[src/rtl/d_bus_arb_pkg.sv]
// d_bus_arb shared types and constants.
// Bus FSM states, master indices, default error word.
package d_bus_arb_pkg;

  typedef enum logic [1:0] {
    IDLE,
    WR_WAIT,
    RD_WAIT
  } state_t;

  localparam logic M_CORE = 1'b0;
  localparam logic M_DBG  = 1'b1;

  localparam logic [31:0] ERR_DATA_DEF = 32'hDEAD_BEEF;

  function automatic logic oh2idx(input logic [1:0] oh);
    return oh[1];
  endfunction

endpackage

[src/rtl/d_bus_arb_rr_arb2.sv]
// Two-input round-robin picker.
// On a tie, the master that was not served last wins.
module d_bus_arb_rr_arb2 (
  input  logic [1:0] req,
  input  logic       last_grant,
  output logic [1:0] grant
);

  // one-hot grant from request pair and last winner
  always_comb begin
    grant = 2'b00;
    unique case (1'b1)
      (req == 2'b11): grant = last_grant ? 2'b01 : 2'b10;
      (req == 2'b01): grant = 2'b01;
      (req == 2'b10): grant = 2'b10;
      default:        grant = 2'b00;
    endcase
  end

endmodule

[src/rtl/d_bus_arb.sv]
// Two-master data-bus arbiter in front of the data-memory mux.
// One outstanding transaction, read timeout with error return.
module d_bus_arb
  import d_bus_arb_pkg::*;
#(
  parameter int XLEN     = 32,
  parameter int ADDR_LEN = 14,
  parameter int TIMEOUT  = 64,
  parameter logic [XLEN-1:0] ERR_DATA = XLEN'(ERR_DATA_DEF)
) (
  input  logic                     clk,
  input  logic                     rstb,
  input  logic [1:0][ADDR_LEN-1:0] m_addr,
  input  logic [1:0]               m_rd_req,
  input  logic [1:0]               m_wr_req,
  input  logic [1:0][XLEN/8-1:0]   m_wr_be,
  input  logic [1:0][XLEN-1:0]     m_wr_data,
  output logic [1:0]               m_rd_ready,
  output logic [1:0]               m_wr_ready,
  output logic [XLEN-1:0]          m_rd_data,
  output logic                     m_rd_err,
  output logic [ADDR_LEN-1:0]      s_addr,
  output logic                     s_rd_req,
  output logic                     s_wr_req,
  output logic [XLEN/8-1:0]        s_wr_be,
  output logic [XLEN-1:0]          s_wr_data,
  input  logic                     s_rd_ready,
  input  logic                     s_wr_ready,
  input  logic [XLEN-1:0]          s_rd_data,
  output logic                     busy
);

  localparam int TW = $clog2(TIMEOUT);
  localparam logic [TW-1:0] T_LAST = TW'(TIMEOUT - 1);

  state_t              state_q, state_d;
  logic                last_q, last_d;
  logic                owner_q, owner_d;
  logic [ADDR_LEN-1:0] addr_q, addr_d;
  logic [TW-1:0]       timer_q, timer_d;

  logic [1:0] req;
  logic [1:0] grant;
  logic       g;

  assign req = m_rd_req | m_wr_req;
  assign g   = oh2idx(grant);

  d_bus_arb_rr_arb2 u_rr (
    .req        (req),
    .last_grant (last_q),
    .grant      (grant)
  );

  // state and transaction context registers
  always_ff @(posedge clk or negedge rstb) begin
    if (!rstb) begin
      state_q <= IDLE;
      last_q  <= M_DBG;
      owner_q <= M_CORE;
      addr_q  <= '0;
      timer_q <= '0;
    end else begin
      state_q <= state_d;
      last_q  <= last_d;
      owner_q <= owner_d;
      addr_q  <= addr_d;
      timer_q <= timer_d;
    end
  end

  // next state, bus drive and completion pulses
  always_comb begin
    state_d    = state_q;
    last_d     = last_q;
    owner_d    = owner_q;
    addr_d     = addr_q;
    timer_d    = timer_q;
    m_rd_ready = 2'b00;
    m_wr_ready = 2'b00;
    m_rd_data  = '0;
    m_rd_err   = 1'b0;
    s_addr     = '0;
    s_rd_req   = 1'b0;
    s_wr_req   = 1'b0;
    s_wr_be    = '0;
    s_wr_data  = '0;
    unique case (state_q)
      IDLE: begin
        if (|grant) begin
          s_addr = m_addr[g];
          if (m_wr_req[g]) begin
            s_wr_req  = 1'b1;
            s_wr_be   = m_wr_be[g];
            s_wr_data = m_wr_data[g];
            if (s_wr_ready) begin
              m_wr_ready[g] = 1'b1;
              last_d        = g;
            end else begin
              owner_d = g;
              state_d = WR_WAIT;
            end
          end else begin
            s_rd_req = 1'b1;
            owner_d  = g;
            addr_d   = m_addr[g];
            timer_d  = '0;
            state_d  = RD_WAIT;
          end
        end
      end
      WR_WAIT: begin
        s_wr_req  = 1'b1;
        s_addr    = m_addr[owner_q];
        s_wr_be   = m_wr_be[owner_q];
        s_wr_data = m_wr_data[owner_q];
        if (s_wr_ready) begin
          m_wr_ready[owner_q] = 1'b1;
          last_d  = owner_q;
          state_d = IDLE;
        end
      end
      RD_WAIT: begin
        s_addr = addr_q;
        if (s_rd_ready) begin
          m_rd_ready[owner_q] = 1'b1;
          m_rd_data = s_rd_data;
          last_d    = owner_q;
          state_d   = IDLE;
        end else if (timer_q == T_LAST) begin
          m_rd_ready[owner_q] = 1'b1;
          m_rd_data = ERR_DATA;
          m_rd_err  = 1'b1;
          last_d    = owner_q;
          state_d   = IDLE;
        end else if (timer_q != '1) begin
          timer_d = timer_q + 1'b1;
        end
      end
      default: state_d = IDLE;
    endcase
  end

  assign busy = (state_q != IDLE);

endmodule

[config.mk]
export PLATFORM = sky130hd
export DESIGN_NAME = d_bus_arb
export DESIGN_NICKNAME = d
export VERILOG_FILES = /design/src/rtl/d_bus_arb_pkg.sv /design/src/rtl/d_bus_arb_rr_arb2.sv /design/src/rtl/d_bus_arb.sv
export SDC_FILE = /design/constraint.sdc
export NUM_CORES = 1
export LEC_CHECK = 0
export ABC_CLOCK_PERIOD_IN_PS = 6700
export CAP_MARGIN = 5
export CORE_ASPECT_RATIO = 1.75
export CORE_MARGIN = 2
export CORE_UTILIZATION = 37
export CTS_CLUSTER_DIAMETER = 150
export DETAILED_ROUTE_END_ITERATION = 16
export PLACE_DENSITY = 0.95
export SLEW_MARGIN = 5
export SYNTH_ARGS = -nofsm -noshare
export SYNTH_HDL_FRONTEND = slang
export SYNTH_HIERARCHICAL = 1
export SYNTH_SLANG_ARGS = --single-unit
[constraint.sdc]
create_clock -name clk -period 6.7 [get_ports clk]
set_clock_uncertainty 0.15 [all_clocks]
set_input_delay 1.005 -clock clk [delete_from_list [all_inputs] [get_ports clk]]
set_output_delay 1.005 -clock clk [all_outputs]
set_load 0.01 [all_outputs]
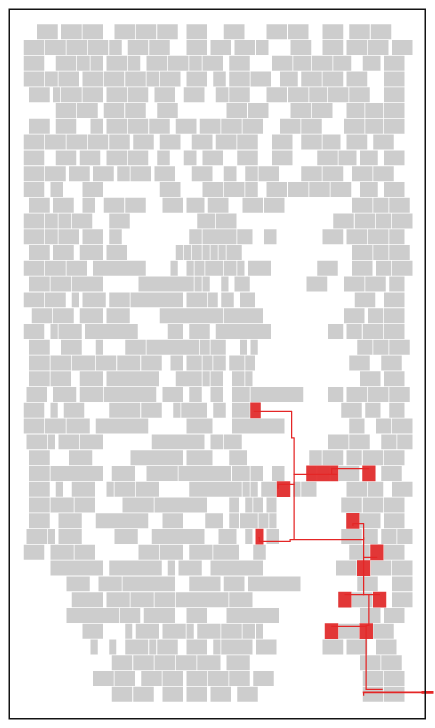
(run_1/io_fan.png)
port	colour	bits	direction	edge	end cells	buffers	wire
s_rd_ready	red	1	input	east	14	1	126 microns
Ports: 230
count of buffers inserted at the top-level ports: 229

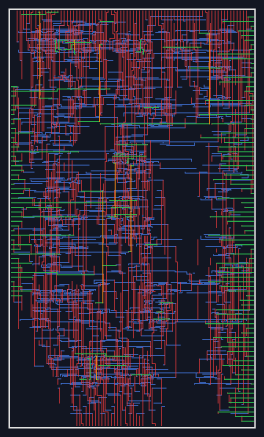
(run_1/wires.png)
layer	colour	wire length
metal 4	orange	157 microns
metal 2	red	5,970 microns
metal 3	green	1,070 microns
metal 1	blue	4,180 microns
average detailed-routed wire length per instance: 18.4 microns
total wire length after detailed routing: 11,400 microns
total routing resource utilization after global routing: 0.241
count of vias placed by the detailed router: 3,575

==> results.txt, run 1 <==
The flow completed. The critical path in this run is classified as input port to primary output. After global routing the overflow that remains totals 0. Once layout is complete, the utilization of the core stands at 0.678. The critical path ends at s_wr_data[6].

Count of unique library cells instantiated by Yosys landed at about 43. The root buffer cell chosen for the clock tree is sky130_fd_sc_hd__clkbuf_16. Of the available clock period, the critical path in the final layout requires 0.850. Routing resource usage on met2 recorded by global route was 0.441. Final layout net count landed at around 680. Number of instances on the worst hold path landed at 1. Clock-cell share of area landed at 0.0197. The worst register-to-register path ends at timer_q[0].

Floorplan core density landed at 0.375. In this run, post-CTS repair resized a total of 0 instances. Total number of yosys warnings landed at 6. Registers take 603 sq um. Multiplexer share of the synthesized area landed at 0.327. After detailed routing, no signal wire sits above met4. Floorplan die height landed at roughly 120 microns. The worst register-to-register path has a depth of 6. Maximum count of clock buffers along a single path landed at 2. Overall power consumption landed at between 1.5 and 2 mW. Number of enable-type register cells in the synthesized netlist landed at 0. The number of global-route vias before repair came to between 3,000 and 4,000. Number of flip-flops and latches in the synthesized netlist landed at 24. Post-CTS timing repair inserted 0 buffers for setup. Number of clock buffers in the layout landed at 3. Number of buffers and inverters on the critical path landed at 3. The layout stage reports a final design area of about 5300 sq um. Minimum clock period after layout landed at 5.70 ns. Clock-pin slew on the worst setup and hold paths landed at ~0.060 ns. The logs give a warning total of 29. Die span in x landed at around 70 microns. Tally of filler cells in the layout landed at about 600. TritonCTS built the clock tree. Broken down by cell family, the worst path's largest delay share belongs to buffers and inverters. Sum of net half-perimeters after detailed placement landed at 8710 microns. Total number of tap cells landed at around 90. Largest vdd supply drop landed at between 0.2 and 0.25 mV. The largest registers in the layout are addr_q (14), timer_q (6), state_q (2). Data on the critical path arrives at its endpoint at 4.54 ns. Share of cells above drive strength 1 landed at 0.108. By instance count, the cell type seen most on the critical path is sky130_fd_sc_hd__clkdlybuf4s50_1.

Minimum setup slack among reg-to-reg paths landed at about 3.9 ns. Setup total negative slack on the finished layout was measured at 0 ns. For reference, the placement row count at floorplan is around 43. Final worst-path setup slack landed at 1.00 ns. Logic area landed at 2170 sq um. For this block, wires on met1 add up to 4180 microns. For this design the static power due to leakage is around 2.3 nW. Non-filler instance count after layout landed at 619.

Tightest slew margin relative to the limit landed at 0.251. The first global-routing pass estimated around 17,000 microns of wire. The largest cell class by area is non-clock buffers. Per the post-synthesis stats, the area per cell is around 9 sq um. Hold timing on the final database bottoms out at a slack of ~0.36 ns. Share of the yosys chip area belonging to registers landed at 0.204. Global route summary, busiest routing layer listed as met2. The required time at the worst endpoint is listed as 5.54 ns. Number of placed cells counting well taps landed at 615.

met1 track demand over resource after global routing is 0.286. The area recorded from the Yosys report for this design is between 2000 and 3000 sq um. The fraction of cell area in multi-input combinational cells is reported as 0.407. Number of cells produced by synthesis landed at 326.

STA classifies the critical path endpoint as a primary output. After clock tree synthesis, the flow added hold-fix buffers numbering 0. Die area landed at around 8700 sq um. Number of DRC violations after detailed routing landed at 0.

Cell area after placement landed at 5220 sq um. Setup repair after global routing left no endpoint under its margin. Static timing analysis puts the maximum clock frequency at 176 MHz. Initial antenna violation count landed at 0. Per the OpenROAD floorplan log, the area of the core is between 7000 and 8000 sq um. In the detailed route, the total length drawn on met2 is around 6000 microns. Per the timing report, the biggest fanout along the worst path comes to 37. The signal on the critical path passes through clkdlybuf4s50_1 > or2_2 > a21boi_4 > buf_4 > nand2_1 > o21ai_1 > a22o_1 > clkdlybuf4s50_1. STA classifies the critical path startpoint as an input port. After synthesis the cells add up to 2950 sq um.

Actual slew at the worst max-slew pin landed at between 1 and 1.5 ns. Per the hold report, the tightest min-delay path originates at addr_q[4]. The final layout report lists a non-clock buffer count of ~230. Non-clock inverter total of the final layout landed at 8. The run reported a max-capacitance violation count of 0. Area fraction in xor and xnor cells landed at 0.00594. Adder-cell area share of the yosys netlist landed at 0.0212. Routability-driven placement finished with a final weighted congestion of roughly 0.84. The cell-mix breakdown from Yosys lists the simple-gate area share as 0.115. Of the combinational cells, the family taking the most area is multiplexers.

Number of search-and-repair iterations in the first detailed-routing pass landed at 6. The synthesized netlist was found by Yosys to have about 330 cells. Counting buffers and inverters, the worst setup path is 8 cells deep. Maximum number of pins on one net before global-route repair landed at 44. Looking at the reg2reg group, the worst path starts from state_q[0]. For reference, the final report shows the max-slew violation count at 0. The biggest area contributor in the post-synthesis netlist is sky130_fd_sc_hd__dfrtp_1.

Endpoints with negative setup slack in the final report add up to 0. Final antenna-violating net count landed at 0. The critical path's slowest stage uses the library cell sky130_fd_sc_hd__o21ai_1. The tightest min-delay check is of the flop to flop type.

Per the layout area report, the sequential fraction of cell area is 0.113. In the hold report, the worst path ends at addr_q[4]. The first routing iteration left about 190 violations. More flip-flops sit in one register than any other, and that register is addr_q. Power density over cell area landed at around 340 nW/um^2.

The final timing report lists a hold violation count of 0. Worst slack after detailed placement landed at about 1.0 ns. The share of synthesized area in the top cell type comes to 0.195.

Aoi/oai-family share of the synthesized area landed at 0.262. The run finished with clean final reports. After detailed routing, the met3 layer carries roughly 1100 microns of wire. On the worst path, the slowest cell contributes a delay of 0.84 ns.

CTS built an H-tree with a depth of 1. Floorplan net count landed at roughly 470. Synthesis-to-finish area growth landed at 80.7%. Per STA, the startpoint of the critical path is m_wr_req[0]. Post-detailed-route via-to-cell ratio landed at just under 6. The layout report lists the non-clock buffer share of cell area as 0.433. Proportion of register bits with asynchronous set or reset after synthesis landed at 1.00. Number of flip-flops under the largest register name landed at 14.

Ranked by total cell area, the synthesized netlist is headed by sky130_fd_sc_hd__dfrtp_1 20%, sky130_fd_sc_hd__mux2i_1 15%, sky130_fd_sc_hd__mux2_2 13%. For this run, the leading register cell type out of synthesis is sky130_fd_sc_hd__dfrtp_1. Multi-input gate count landed at 262. Number of antenna diodes landed at 0. met3 track demand over resource after global routing is 0.0538.
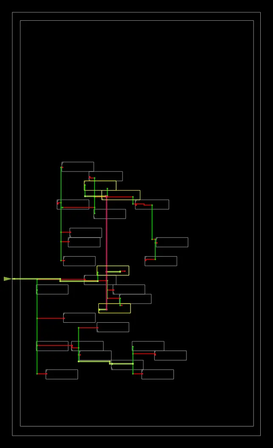
(run_1/clocks.png)
latest clock arrival within the worst-skew pair: 0.26 ns
count of sequential standard cells: 24
count of clock tree sinks: 24
Num CTS Buffers: 3

## run 1: placed cells by master, fill, tap and decap left out, types with 2 or more instances in the layout
| cell type | Yosys | final |
|---|---|---|
| sky130_fd_sc_hd__clkdlybuf4s50_1 | 0 | 229 |
| sky130_fd_sc_hd__mux2i_1 | 45 | 45 |
| sky130_fd_sc_hd__mux2_2 | 35 | 35 |
| sky130_fd_sc_hd__a21o_1 | 24 | 24 |
| sky130_fd_sc_hd__o22ai_1 | 22 | 22 |
| sky130_fd_sc_hd__dfrtp_1 | 23 | 22 |
| sky130_fd_sc_hd__nor2_1 | 20 | 20 |
| sky130_fd_sc_hd__a22o_1 | 19 | 19 |
| sky130_fd_sc_hd__a222oi_1 | 14 | 14 |
| sky130_fd_sc_hd__nand2_1 | 13 | 13 |
| sky130_fd_sc_hd__and3_1 | 9 | 9 |
| sky130_fd_sc_hd__inv_1 | 8 | 8 |
| sky130_fd_sc_hd__mux2_4 | 8 | 8 |
| sky130_fd_sc_hd__and2_1 | 5 | 5 |
| sky130_fd_sc_hd__a31oi_1 | 5 | 5 |
| sky130_fd_sc_hd__ha_1 | 5 | 5 |
| sky130_fd_sc_hd__nand2b_1 | 4 | 4 |
| sky130_fd_sc_hd__nand3_1 | 4 | 4 |
| sky130_fd_sc_hd__or2_2 | 3 | 3 |
| sky130_fd_sc_hd__o21ai_0 | 3 | 3 |
| sky130_fd_sc_hd__a21oi_1 | 3 | 3 |
| sky130_fd_sc_hd__clkbuf_16 | 0 | 3 |
| sky130_fd_sc_hd__o211ai_1 | 2 | 2 |
| sky130_fd_sc_hd__nand3b_1 | 2 | 2 |
| sky130_fd_sc_hd__nor3_1 | 2 | 2 |
| sky130_fd_sc_hd__nor2b_1 | 2 | 2 |
| sky130_fd_sc_hd__xnor2_1 | 2 | 2 |
| sky130_fd_sc_hd__buf_4 | 1 | 2 |
## run 1: report_power, final
part / leakage (nW) / switching, mW / internal, mW / total, mW
combinational: 1.97 / 0.589 / 0.767 / 1.36
sequential: 0.295 / 0.0843 / 0.208 / 0.292
clock: 0.0511 / 0.0538 / 0.119 / 0.173
total: 2.32 / 0.727 / 1.09 / 1.82
## run 1: synth_stat cells (3+ instances only)
cell type                  count
sky130_fd_sc_hd__a21o_1       24
sky130_fd_sc_hd__a21oi_1       3
sky130_fd_sc_hd__a222oi_1     14
sky130_fd_sc_hd__a22o_1       19
sky130_fd_sc_hd__a31oi_1       5
sky130_fd_sc_hd__and2_1        5
sky130_fd_sc_hd__and3_1        9
sky130_fd_sc_hd__buf_1         3
sky130_fd_sc_hd__buf_2         8
sky130_fd_sc_hd__clkbuf_1     17
sky130_fd_sc_hd__dfrtp_1      23
sky130_fd_sc_hd__ha_1          5
sky130_fd_sc_hd__inv_1         8
sky130_fd_sc_hd__mux2_2       35
sky130_fd_sc_hd__mux2_4        8
sky130_fd_sc_hd__mux2i_1      45
sky130_fd_sc_hd__nand2_1      13
sky130_fd_sc_hd__nand2b_1      4
sky130_fd_sc_hd__nand3_1       4
sky130_fd_sc_hd__nor2_1       20
sky130_fd_sc_hd__o21ai_0       3
sky130_fd_sc_hd__o22ai_1      22
sky130_fd_sc_hd__or2_2         3
==> run_1/clk_routes.png <==
The bar under the picture is 20 microns long.
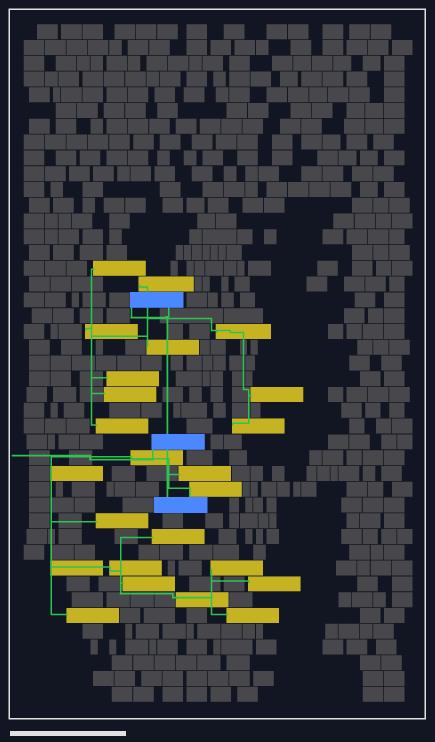

==> run 2, diff against run 1 <==
Settings changed: ABC_CLOCK_PERIOD_IN_PS 6700 to 5600, CORE_UTILIZATION 37 to 34, CTS_CLUSTER_SIZE from default to 30, PLACE_DENSITY 0.95 to 0.92.
Clock period 6.7 ns to 5.6 ns, I/O delays scaled along.
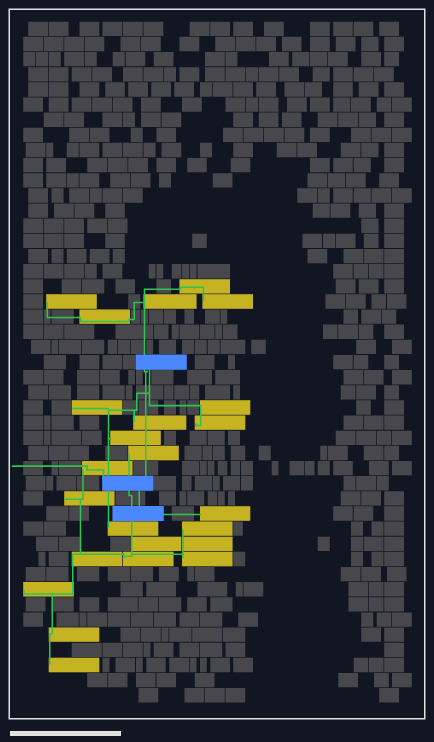
(run_2/clk_routes.png)
The bar under the picture is 20 microns long.
[flip-flops] yellow | count: 24
[clock drivers] blue | count: 3
[clock wires] green | length: 276 microns
routed clock nets	4
share of total power in the clock network: 0.079
Clock Power: 170 uW

==> run 2 against run 1 <==
- synthesized area stayed put
- flip-flop count stayed put
- first-iteration DRC count fell by 35%
- worst hold slack improved by 0.0019 ns
- non-clock buffer count up 3
- total power grew 19%
- combinational power increased by 21%
==> results.txt, run 2 <==
The flow completed. Clock-pin slew on the worst setup and hold paths landed at 0.06 ns (about the same). The routed wire length is 11,400 microns (about the same). The length in cells of the worst reg-to-reg path was 5 (was 6).

The clock network latency to the later pin of the worst-skew pair is 0.26 ns (about the same). The proportion of register bits with asynchronous set or reset after synthesis is 1.00 (unchanged). The number of global-route vias before repair is 3,522 (was 3,489). The CTS tree was done (unchanged). The number of flip-flops and latches in the synthesized netlist was 24 (unchanged). Global-route total usage across every layer landed at 0.223 (was 0.241). The capturing point of the worst reg2reg path is addr_q[0] (was timer_q[0]). The via count came to 3,595 (was 3,575). Post-synthesis instance area landed at 2950 sq um (unchanged).

Post-cts hold buffer count landed at 0 (unchanged). Most frequent cells in the layout: 229 x sky130_fd_sc_hd__clkdlybuf4s50_1, 45 x sky130_fd_sc_hd__mux2i_1, 35 x sky130_fd_sc_hd__mux2_2 (unchanged). Internal power landed at 1.29 mW (was 1.09 mW). The share of the synthesized area in the top cell type is 0.195 (unchanged). Die span in x landed at 74.4 microns (was 71.5 microns). Total number of yosys warnings landed at 6 (unchanged). Share of the cycle needed by the critical path after routing landed at 0.894. Number of DRC violations after detailed routing landed at 0 (unchanged). Number of search-and-repair iterations in the first detailed-routing pass landed at 5 (was 6).

Amount of wire on met2 after detailed routing landed at 6030 microns (was 5970 microns). Wire length per cell after detailed routing landed at 17.5 microns (was 18.4 microns). The share of the yosys chip area belonging to registers came to 0.204 (unchanged). Switching portion of total power landed at 0.405 (was 0.399). Number of cells produced by synthesis landed at 326 (unchanged).

The beginning of the worst register-to-register path is last_q (was state_q[0]). Detailed-route wire length on metal 1 landed at 4060 microns (was 4180 microns). Top Registers: addr_q (14), timer_q (6), state_q (2) (unchanged). The summed standard-cell area reported by yosys is 2950 sq um (unchanged). RSZ-0062 raised after global routing: false (unchanged). Net switching power landed at 876 uW (was 727 uW). Minimum clock period after layout landed at 5.00 ns. Series of cell instances along the critical path: clkdlybuf4s50_1 > or2_2 > a21boi_4 > buf_4 > mux2_2 > a222oi_1 > nor2_1 > clkdlybuf4s50_1 (was clkdlybuf4s50_1 > or2_2 > a21boi_4 > buf_4 > nand2_1 > o21ai_1 > a22o_1 > clkdlybuf4s50_1). Count of final setup violators landed at 0 (unchanged).

The number of antenna diodes is 0 (unchanged). The most common cell in the netlist is sky130_fd_sc_hd__mux2i_1 (unchanged). Final layout net count landed at 678 (was 675). Number of flip-flops under the largest register name landed at 14 (unchanged). Wire length of the first global-routing pass landed at 17,100 microns (was 17,300 microns). Count of unique library cells instantiated by Yosys landed at 43 (unchanged). Sequential cell area landed at 603 sq um (unchanged). The cell with the largest stage delay on the worst path is sky130_fd_sc_hd__buf_4 (was sky130_fd_sc_hd__o21ai_1). Hold slack landed at 0.363 ns (was 0.361 ns). The final total negative setup slack came to 0 ns (unchanged). Floorplan net count landed at 471 (unchanged). Sum of net half-perimeters after detailed placement landed at 8750 microns (was 8710 microns). The endpoint type of the worst setup path is a primary output (unchanged). Clock sink total landed at 24 (unchanged). The number of enable-type register cells in the synthesized netlist is 0 (unchanged). Violation tally from detailed-route iteration zero landed at 124 (was 191).

Number of core rows landed at 45 (was 43). Final global-route overflow total landed at 0 (unchanged). The floorplan die height came to 127 microns (was 122 microns). The number of violations of the max-capacitance limit is 0 (unchanged).

The startpoint of the worst setup timing path was m_wr_req[0] (unchanged). The final antenna-violating net count was 0 (unchanged). The top routing layer in use is met4 (unchanged).

Post-cts resize count landed at 0 (unchanged). The post-CTS setup buffer count was 0 (unchanged). The tally of filler cells in the layout is 711 (was 604). The post-detailed-route via-to-cell ratio is 5.54 (was 5.78).

Minimum setup slack among reg-to-reg paths landed at 3.06 ns (was 3.86 ns). The signal arrival time at the worst endpoint was 4.01 ns (was 4.54 ns). The maximum cell stage delay along the critical path is 0.51 ns (was 0.84 ns). Non-filler instance count after layout landed at 649 (was 619). The synthesis-to-finish area growth came to 82.0% (was 80.7%). The number of instances on the worst hold path is 1 (unchanged). The path type of the worst setup path is input port to primary output (unchanged). The final cell area excluding filler cells came to 5360 sq um (was 5320 sq um). The core outline area came to 8560 sq um (was 7860 sq um).

The actual slew at the worst max-slew pin is 1.10 ns (was 1.12 ns). Number of clock buffers inserted by TritonCTS landed at 3 (unchanged). The initial antenna violation count is 0 (unchanged). The part of the power in registers was 0.163 (was 0.161). The power density over cell area was 403 nW/um^2 (was 342 nW/um^2). Final estimated routing congestion in global placement landed at 0.814 (was 0.837). The number of placed cells counting well taps came to 645 (was 615). Static leakage landed at 2.33 nW (was 2.32 nW). Die area landed at 9460 sq um (was 8720 sq um). Largest vdd supply drop landed at 0.390 mV (was 0.233 mV). The floorplan core density came to 0.344 (was 0.375). Final hold violation count landed at 0 (unchanged). The type of the most critical hold path was flop to flop (unchanged). The number of buffers added on ports was 229 (unchanged). The maximum count of clock buffers along a single path was 2 (unchanged). Cell count in the Yosys report landed at 326 (unchanged).

Ranking of synthesized cells by area: sky130_fd_sc_hd__dfrtp_1 20%, sky130_fd_sc_hd__mux2i_1 15%, sky130_fd_sc_hd__mux2_2 13% (unchanged). The tightest slew margin relative to the limit came to 0.266 (was 0.251). The kind of start point of the critical path is an input port (unchanged). Part of the power in combinational logic landed at 0.758 (was 0.745). Per the timing report, the achievable frequency comes out to ~200 MHz. The cell type with the largest total area is sky130_fd_sc_hd__dfrtp_1 (unchanged). The register with the highest flop count was addr_q (unchanged).

The cell repeated most along the worst path is sky130_fd_sc_hd__clkdlybuf4s50_1 (unchanged). Logic area landed at 2170 sq um (unchanged). Number of I/O pins landed at 230 (unchanged).

The cell at the root of the clock tree is sky130_fd_sc_hd__clkbuf_16 (unchanged). Count of H-tree levels built during CTS landed at 1 (unchanged). The required time at the worst-slack endpoint was 4.61 ns (was 5.54 ns). OpenROAD warning count landed at 29 (unchanged).

Top cells by count, synth: 45 x sky130_fd_sc_hd__mux2i_1, 35 x sky130_fd_sc_hd__mux2_2, 24 x sky130_fd_sc_hd__a21o_1 (unchanged). Result of the run: completed (unchanged). The cell area after placement is 5280 sq um (was 5220 sq um).

Max-slew violation total from the final report landed at 0 (unchanged). The primary flip-flop cell chosen by synthesis mapping is sky130_fd_sc_hd__dfrtp_1 (unchanged). Met3 routed wirelength landed at 928 microns (was 1070 microns).

The most frequently placed logic cell in the final layout is sky130_fd_sc_hd__clkdlybuf4s50_1 (unchanged).
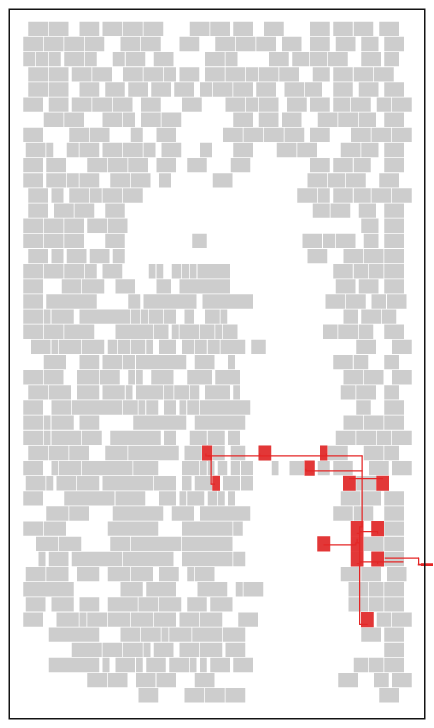
(run_2/io_fan.png)
port	colour	bits	direction	edge	end cells	buffers	wire
s_rd_ready	red	1	input	east	14	1	113 microns

run 2: cell counts after synthesis:
Identical to the previous run, type by type.
run 2: metal layers:
| layer | up-vias | track usage |
|---|---|---|
| met5 | - | 0 |
| met4 | 0 | 0.0683 |
| met3 | 27 | 0.0371 |
| met2 | 207 | 0.420 |
| met1 | 1689 | 0.245 |
| li1 | 1672 | - |
run 2: layout make-up:
cell class / instances / area share
Multi-Input combinational cell: 262 / 0.404
Sequential cell: 24 / 0.112
Timing Repair Buffer: 234 / 0.434
Tap cell: 117 / 0.0273
Clock buffer: 4 / 0.0166
Inverter: 8 / 0.00560
run 2: metrics by stage:
| step | total power, mW | utilization | setup WS [ns] |
|---|---|---|---|
| global route | 2.30 | 0.627 | 0.384 |
| finish | 2.16 | 0.627 | 0.595 |
| CTS | 2.17 | 0.627 | 0.614 |
| floorplan | 1.26 | - | 2.03 |
| global placement | 1.94 | 0.616 | 0.762 |
| detailed placement | 1.98 | 0.616 | 0.632 |
run 2: kinds of logic (layout without fill, tap and decap cells):
family	Yosys count	in the layout	synth area share
AOI/OAI and AO/OA	100	100	0.262
xor gates and xnor gates	2	2	0.00595
adders and majority gates	5	5	0.0212
buffers and inverters	40	246	0.0645
DFF	24	24	0.204
muxes	88	88	0.327
and+or+nand+nor	67	67	0.115
run 2: how the worst min path moves through the flow:
stage	from	endpoint	slack [ns]
5_1_grt	addr_q[8]	addr_q[8]	0.38
2_1_floorplan	addr_q[13]	addr_q[13]	0.33
3_5_place_dp	addr_q[13]	addr_q[13]	0.35
3_3_place_gp	addr_q[3]	addr_q[3]	0.34
6_report	addr_q[13]	addr_q[13]	0.36
4_1_cts	addr_q[13]	addr_q[13]	0.36
run 2: critical path: cells and delay by family:
family,cells,cell delay (ns)
AND/OR/NAND/NOR,2,0.43
multiplexers,1,0.41
AND-OR/OR-AND,2,0.82
buffers and inverters,3,1.49
run 2: power by group through the flow:
stage | clock, mW | sequential, mW | combinational, mW
final | 0.170 | 0.353 | 1.64
after detailed placement | 0 | 0.352 | 1.63
after floorplan | 0 | 0.282 | 0.980
after global placement | 0 | 0.346 | 1.59
after CTS | 0.171 | 0.352 | 1.64
after global routing | 0.179 | 0.363 | 1.76
Power is estimated from default activity; no workload was simulated.
